<file path="config.mk">
export PLATFORM = sky130hd
export DESIGN_NAME = sobel_window_ctrl
export DESIGN_NICKNAME = d
export VERILOG_FILES = /design/src/rtl/sobel_pkg.sv /design/src/rtl/sobel_line_period_chk.sv /design/src/rtl/sobel_window_ctrl.sv
export SDC_FILE = /design/constraint.sdc
export NUM_CORES = 1
export LEC_CHECK = 0
export CORE_MARGIN = 5
export CORE_UTILIZATION = 25
export DETAILED_ROUTE_END_ITERATION = 10
export DONT_BUFFER_PORTS = 1
export SYNTH_ARGS = -nofsm -noshare
export SYNTH_HDL_FRONTEND = slang
export SYNTH_SLANG_ARGS = --single-unit
</file>
<file path="constraint.sdc">
create_clock -name clk -period 3.7 [get_ports clk]
set_input_delay 1.11 -clock clk [delete_from_list [all_inputs] [get_ports clk]]
set_output_delay 1.11 -clock clk [all_outputs]
set_load 0.02 [all_outputs]
</file>
<file path="src/rtl/sobel_pkg.sv">
// Shared types and constants for the Sobel window controller.
// FSM encoding, minimum lockable dimension and default counter widths.
package sobel_pkg;

  typedef enum logic [1:0] {
    WAIT_VS = 2'd0,
    MEASURE = 2'd1,
    RUN     = 2'd2
  } state_t;

  localparam int MIN_DIM   = 3;
  localparam int DEF_COL_W = 12;
  localparam int DEF_ROW_W = 12;
  localparam int DEF_LEN_W = 13;

endpackage

</file>
<file path="src/rtl/sobel_line_period_chk.sv">
// Line-period checker: counts clk cycles between hsync rises and flags any
// period that differs from LINE_LEN with a sticky, clearable error.
module sobel_line_period_chk
  import sobel_pkg::*;
#(
  parameter int LINE_LEN = 2100,
  parameter int LEN_W    = DEF_LEN_W
) (
  input  logic clk,
  input  logic rst,
  input  logic hs_rise,
  input  logic err_clr,
  output logic len_err
);

  logic             started;
  logic [LEN_W-1:0] period_cnt;
  logic             mismatch;

  // The first rise after reset only arms the counter.
  assign mismatch = hs_rise & started & (period_cnt != LEN_W'(LINE_LEN));

  // Period counter restarts at 1 on a rise so it holds the full period at the next rise.
  always_ff @(posedge clk or posedge rst) begin
    if (rst) begin
      started    <= 1'b0;
      period_cnt <= '0;
    end else if (hs_rise) begin
      started    <= 1'b1;
      period_cnt <= LEN_W'(1);
    end else if (started && !(&period_cnt)) begin
      period_cnt <= period_cnt + LEN_W'(1);
    end
  end

  // Sticky error flag; a new mismatch beats a simultaneous clear.
  always_ff @(posedge clk or posedge rst) begin
    if (rst) begin
      len_err <= 1'b0;
    end else if (mismatch) begin
      len_err <= 1'b1;
    end else if (err_clr) begin
      len_err <= 1'b0;
    end
  end

endmodule

</file>
<file path="src/rtl/sobel_window_ctrl.sv">
// Sequencing/border controller for the 3x3 Sobel window: tracks position, locks
// frame size and flags border pixels. Optional SOBEL_WCTRL_LEN_CHECK_EN adds a line-period check.
module sobel_window_ctrl
  import sobel_pkg::*;
#(
  parameter int LINE_LEN = 2100,
  parameter int COL_W    = DEF_COL_W,
  parameter int ROW_W    = DEF_ROW_W,
  parameter int LEN_W    = DEF_LEN_W
) (
  input  logic             clk,
  input  logic             rst,
  input  logic             hsync_dl,
  input  logic             vsync_dl,
  input  logic             de_dl,
  input  logic             err_clr,
  output logic             win_valid,
  output logic             border_top,
  output logic             border_bottom,
  output logic             border_left,
  output logic             border_right,
  output logic [COL_W-1:0] col_idx,
  output logic [ROW_W-1:0] row_idx,
  output logic [COL_W-1:0] act_width,
  output logic [ROW_W-1:0] act_height,
  output logic             locked,
  output logic             len_err
);

  state_t           state_r, state_n;
  logic             vs_q, de_q;
  logic             vs_rise, de_fall;
  logic [COL_W-1:0] col_cnt, col_inc, meas_w, w_now, act_w_n;
  logic [ROW_W-1:0] row_cnt, row_inc, meas_h, h_now, act_h_n;
  logic             locked_n;
  logic             active;

  assign vs_rise = vsync_dl & ~vs_q;
  assign de_fall = de_q & ~de_dl;
  assign col_inc = (&col_cnt) ? col_cnt : col_cnt + COL_W'(1);
  assign row_inc = (&row_cnt) ? row_cnt : row_cnt + ROW_W'(1);

  // Measurements as they stand after this cycle, so a coincident de fall is counted.
  assign w_now = de_fall ? col_cnt : meas_w;
  assign h_now = de_fall ? row_inc : row_cnt;

  // Edge-detect registers and position counters.
  always_ff @(posedge clk or posedge rst) begin
    if (rst) begin
      vs_q    <= 1'b0;
      de_q    <= 1'b0;
      col_cnt <= '0;
      row_cnt <= '0;
      meas_w  <= '0;
      meas_h  <= '0;
    end else begin
      vs_q <= vsync_dl;
      de_q <= de_dl;
      if (de_fall) begin
        meas_w  <= col_cnt;
        col_cnt <= '0;
      end else if (de_dl) begin
        col_cnt <= col_inc;
      end
      if (vs_rise) begin
        meas_h  <= h_now;
        row_cnt <= '0;
      end else if (de_fall) begin
        row_cnt <= row_inc;
      end
    end
  end

  // FSM state and locked dimensions.
  always_ff @(posedge clk or posedge rst) begin
    if (rst) begin
      state_r    <= WAIT_VS;
      act_width  <= '0;
      act_height <= '0;
      locked     <= 1'b0;
    end else begin
      state_r    <= state_n;
      act_width  <= act_w_n;
      act_height <= act_h_n;
      locked     <= locked_n;
    end
  end

  // Next-state logic: learn dimensions at each vsync rise, lock once they are usable.
  always_comb begin
    state_n  = state_r;
    act_w_n  = act_width;
    act_h_n  = act_height;
    locked_n = locked;
    case (state_r)
      WAIT_VS: begin
        if (vs_rise) begin
          state_n = MEASURE;
        end else begin
          state_n = WAIT_VS;
        end
      end
      MEASURE: begin
        if (vs_rise) begin
          act_w_n = w_now;
          act_h_n = h_now;
          if ((w_now >= COL_W'(MIN_DIM)) && (h_now >= ROW_W'(MIN_DIM))) begin
            state_n  = RUN;
            locked_n = 1'b1;
          end else begin
            state_n  = MEASURE;
          end
        end else begin
          state_n = MEASURE;
        end
      end
      RUN: begin
        if (vs_rise && ((w_now != act_width) || (h_now != act_height))) begin
          act_w_n  = w_now;
          act_h_n  = h_now;
          state_n  = MEASURE;
          locked_n = 1'b0;
        end else begin
          state_n = RUN;
        end
      end
      default: begin
        state_n  = WAIT_VS;
        locked_n = 1'b0;
      end
    endcase
  end

  // Flags are combinational from registered state so they stay aligned with the centre tap.
  always_comb begin
    active        = de_dl & locked;
    col_idx       = de_dl ? col_cnt : '0;
    row_idx       = de_dl ? row_cnt : '0;
    border_top    = active & (row_cnt == '0);
    border_bottom = active & (row_cnt == act_height - ROW_W'(1));
    border_left   = active & (col_cnt == '0);
    border_right  = active & (col_cnt == act_width - COL_W'(1));
    win_valid     = active & ~(border_top | border_bottom | border_left | border_right);
  end

`ifdef SOBEL_WCTRL_LEN_CHECK_EN
  logic hs_q;

  // hsync edge-detect register for the period checker.
  always_ff @(posedge clk or posedge rst) begin
    if (rst) begin
      hs_q <= 1'b0;
    end else begin
      hs_q <= hsync_dl;
    end
  end

  sobel_line_period_chk #(
    .LINE_LEN (LINE_LEN),
    .LEN_W    (LEN_W)
  ) u_len_chk (
    .clk     (clk),
    .rst     (rst),
    .hs_rise (hsync_dl & ~hs_q),
    .err_clr (err_clr),
    .len_err (len_err)
  );
`else
  logic unused_len_chk;
  assign unused_len_chk = ^{hsync_dl, err_clr, LEN_W'(LINE_LEN)};
  assign len_err        = 1'b0;
`endif

endmodule

</file>
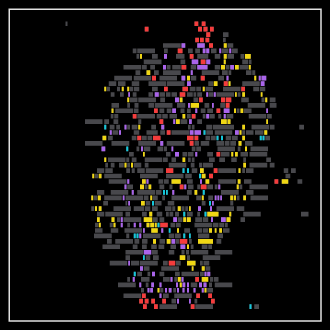
logic_types.png
Scale: 2 px per µm.
| colour | family | cells |
|---|---|---|
| yellow | NOR gates | 106 |
| cyan | inverters | 26 |
| red | AND and OR gates | 59 |
| purple | NAND gates | 104 |
dominant logic cell type in the layout: buf_4
logic share of the area: 0.533

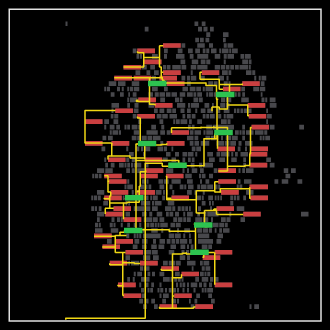
clk_routes.png
Scale: 2 px per µm.
[green] clock drivers | count: 9
[yellow] clock wires | length: 1120 µm
[red] flip-flops | count: 65
routed clock nets: 10
Max Clock Skew: 10.2 ps
clock network power: 0.855 mW
clock share of power: 0.221
Worst-Skew Late Latency: 340 ps

==> Slide: Implementation Results <==
Implementation Results

GRT
  • Grt total ovfl: 0
  • Met1 Use GR: 0.191
  • Met2 Use GR: 0.236
  • Number of global-route vias before repair: 4851
  • All-layer global routing usage: 0.146
  • GR Layer Usage met3: 0.0356
  • Initial antenna violation count: 0
  • Global-route wire length before repair: 28100 µm

Placed design
  • DP Wirelength: 12900 µm
  • DP Area: 5890 µm²
  • Input/output buffers: 0
  • Setup slack at placement: -37.4 ps
  • Final GP Congestion: 0.888

Synthesis
  • Area share, top type: 0.309
  • Synthesized instance count: 652
  • Yosys cell types: 80
  • Floorplan Nets: 664
  • Mux share: 0.0207
  • Post-synth top cells: 65 x dfrtp_1, 64 x nand2_1, 45 x nor2_1
  • FA/HA/MAJ Cells, Area Fraction: 0.0143
  • Ys cells: 652
  • Cell Area, Synth: 5260 µm²
  • Cell accounting for the most synthesized area: dfrtp_1
  • Cell area leaders: dfrtp_1 31%, o221a_1 4.7%, nand2_1 4.6%, xnor2_1 4.3%, and2_1 4.0%
  • Synth Flop Type: dfrtp_1
  • Yosys stat area: 5260 µm²
  • Post-synthesis xor/xnor area fraction: 0.0815
  • Seq share, synth: 0.309
  • Syn avg cell area: 8.07 µm²
  • Yosys warnings: 0
  • Post-Synth Simple-Gate Area: 0.271
  • Async set or reset register ratio after synthesis: 1.00
  • Synth top cell by count: dfrtp_1
  • Yosys reg bits: 65
  • Synth logic family: simple AND/OR/NAND/NOR gates
  • EDFF count, synth: 0
  • Yosys aoi share: 0.230

Finish
  • Number of clock buffers in the layout: 10
  • Leading cell kind: multi-input combinational cells
  • Clock-cell share: 0.0459
  • Logic area: 3340 µm²
  • Ant diodes: 0
  • Area Growth Syn to Fin: 19.2%
  • Fraction of cell area in non-clock buffers: 0.0915
  • FF/Latch Area: 1630 µm²
  • Dominant logic cell types in the final layout: 75 x buf_4, 64 x dfrtp_1, 62 x nand2_1
  • Layout Nets: 690
  • Inverters: 26
  • Non-clk bufs: 76
  • Multi-In Gates: 500
  • Fillers: 2195
  • Flop share of the area: 0.259
  • Cell area after layout: 6280 µm²
  • Layout cells sized above 1: 0.195
  • Flops: 65

Route
  • 1st-iter DRT viols: 531
  • Avg WL per Cell: 18.4 µm
  • Via Count: 5140
  • Max Used Layer: met4
  • WL met3: 1130 µm
  • Final ANT Viol Nets: 0
  • Total Wirelength: 17700 µm
  • DR vias/cell: 5.37
  • DR DRC count: 0
  • 1st-pass router iterations: 6
  • Met1 wire length: 7830 µm
  • Met2 WL post-DR: 8290 µm

Power
  • Comb pwr: 1.84 mW
  • Pleak: 2.53 nW
  • Sequential power share: 0.304
  • Power Total: 3.88 mW
  • Biggest consumer: combinational logic
  • P_seq: 1.18 mW
  • P_sw: 1.72 mW
  • PwrDens: 618 nW/µm²
  • Int Power: 2.16 mW
  • Logic gate share of total power: 0.476
  • Worst VDD drop: 0.254 mV

Worst setup path
  • R2R cell count: 10
  • Critical Path RT: 2590 ps
  • Worst reg2reg endpoint: act_width[6]
  • Critical Path Source: act_width[5]
  • Largest delay contributor family on the critical path: simple AND/OR/NAND/NOR gates
  • Worst r2r src: row_cnt[0]
  • Slowest cell on crit path: or3_4
  • Worst-path maximum fanout: 2
  • Largest stage delay on the critical path: 400 ps
  • Kind of critical path: reg2out
  • Worst Setup End Kind: output port
  • CP Launch Type: flip-flop
  • Crit path to: win_valid
  • Worst path depth: 9
  • WP buf/inv: 2
  • WP data arrival: 2570 ps
  • Flop2flop setup slack: 340 ps
  • CP cell instances: or3_4 -> or3_4 -> nor3_4 -> xnor2_2 -> nand4_1 -> nor4_4 -> buf_4 -> nor3_2 -> buf_4

Clocking
  • Clk buf depth: 2
  • CTS resizes: 8
  • Hold Buf Count CTS: 0
  • CTS Sinks: 65
  • CTS H-tree depth: 3
  • CTS tree: yes
  • Root Buffer: clkbuf_16
  • TritonCTS Buffers: 9
  • Clk slew on worst S/H paths: 50 ps

Floorplanning
  • Well tap count: 275
  • IO Pins: 61
  • Std cell rows: 53
  • Die Span Y: 155 µm
  • Die W: 155 µm
  • Chip area: 24100 µm²
  • CORE AREA: 20900 µm²
  • Initial Util: 0.252

Min path
  • Min-delay worst type: reg2reg
  • Worst hold start: col_cnt[1]
  • Hold endpoint: col_cnt[1]

Timing
  • Worst-Margin Slew: 955 ps
  • Setup Viol. Count Final: 0
  • RSZ-0062 raised after global routing: true
  • Max transition margin: 0.363
  • Final hold viol count: 0
  • Final Max Slew Viols: 0
  • Cycle use final: 0.996
  • Hold_ws: 598 ps
  • Post-Route Setup TNS: 0 ps
  • Fin crit period: 3680 ps

Job
  • Number of max-cap violations: 0
  • Log Warnings: 31

Status
  • Status: finished, final reports clean
Power is estimated from default activity; no workload was simulated.
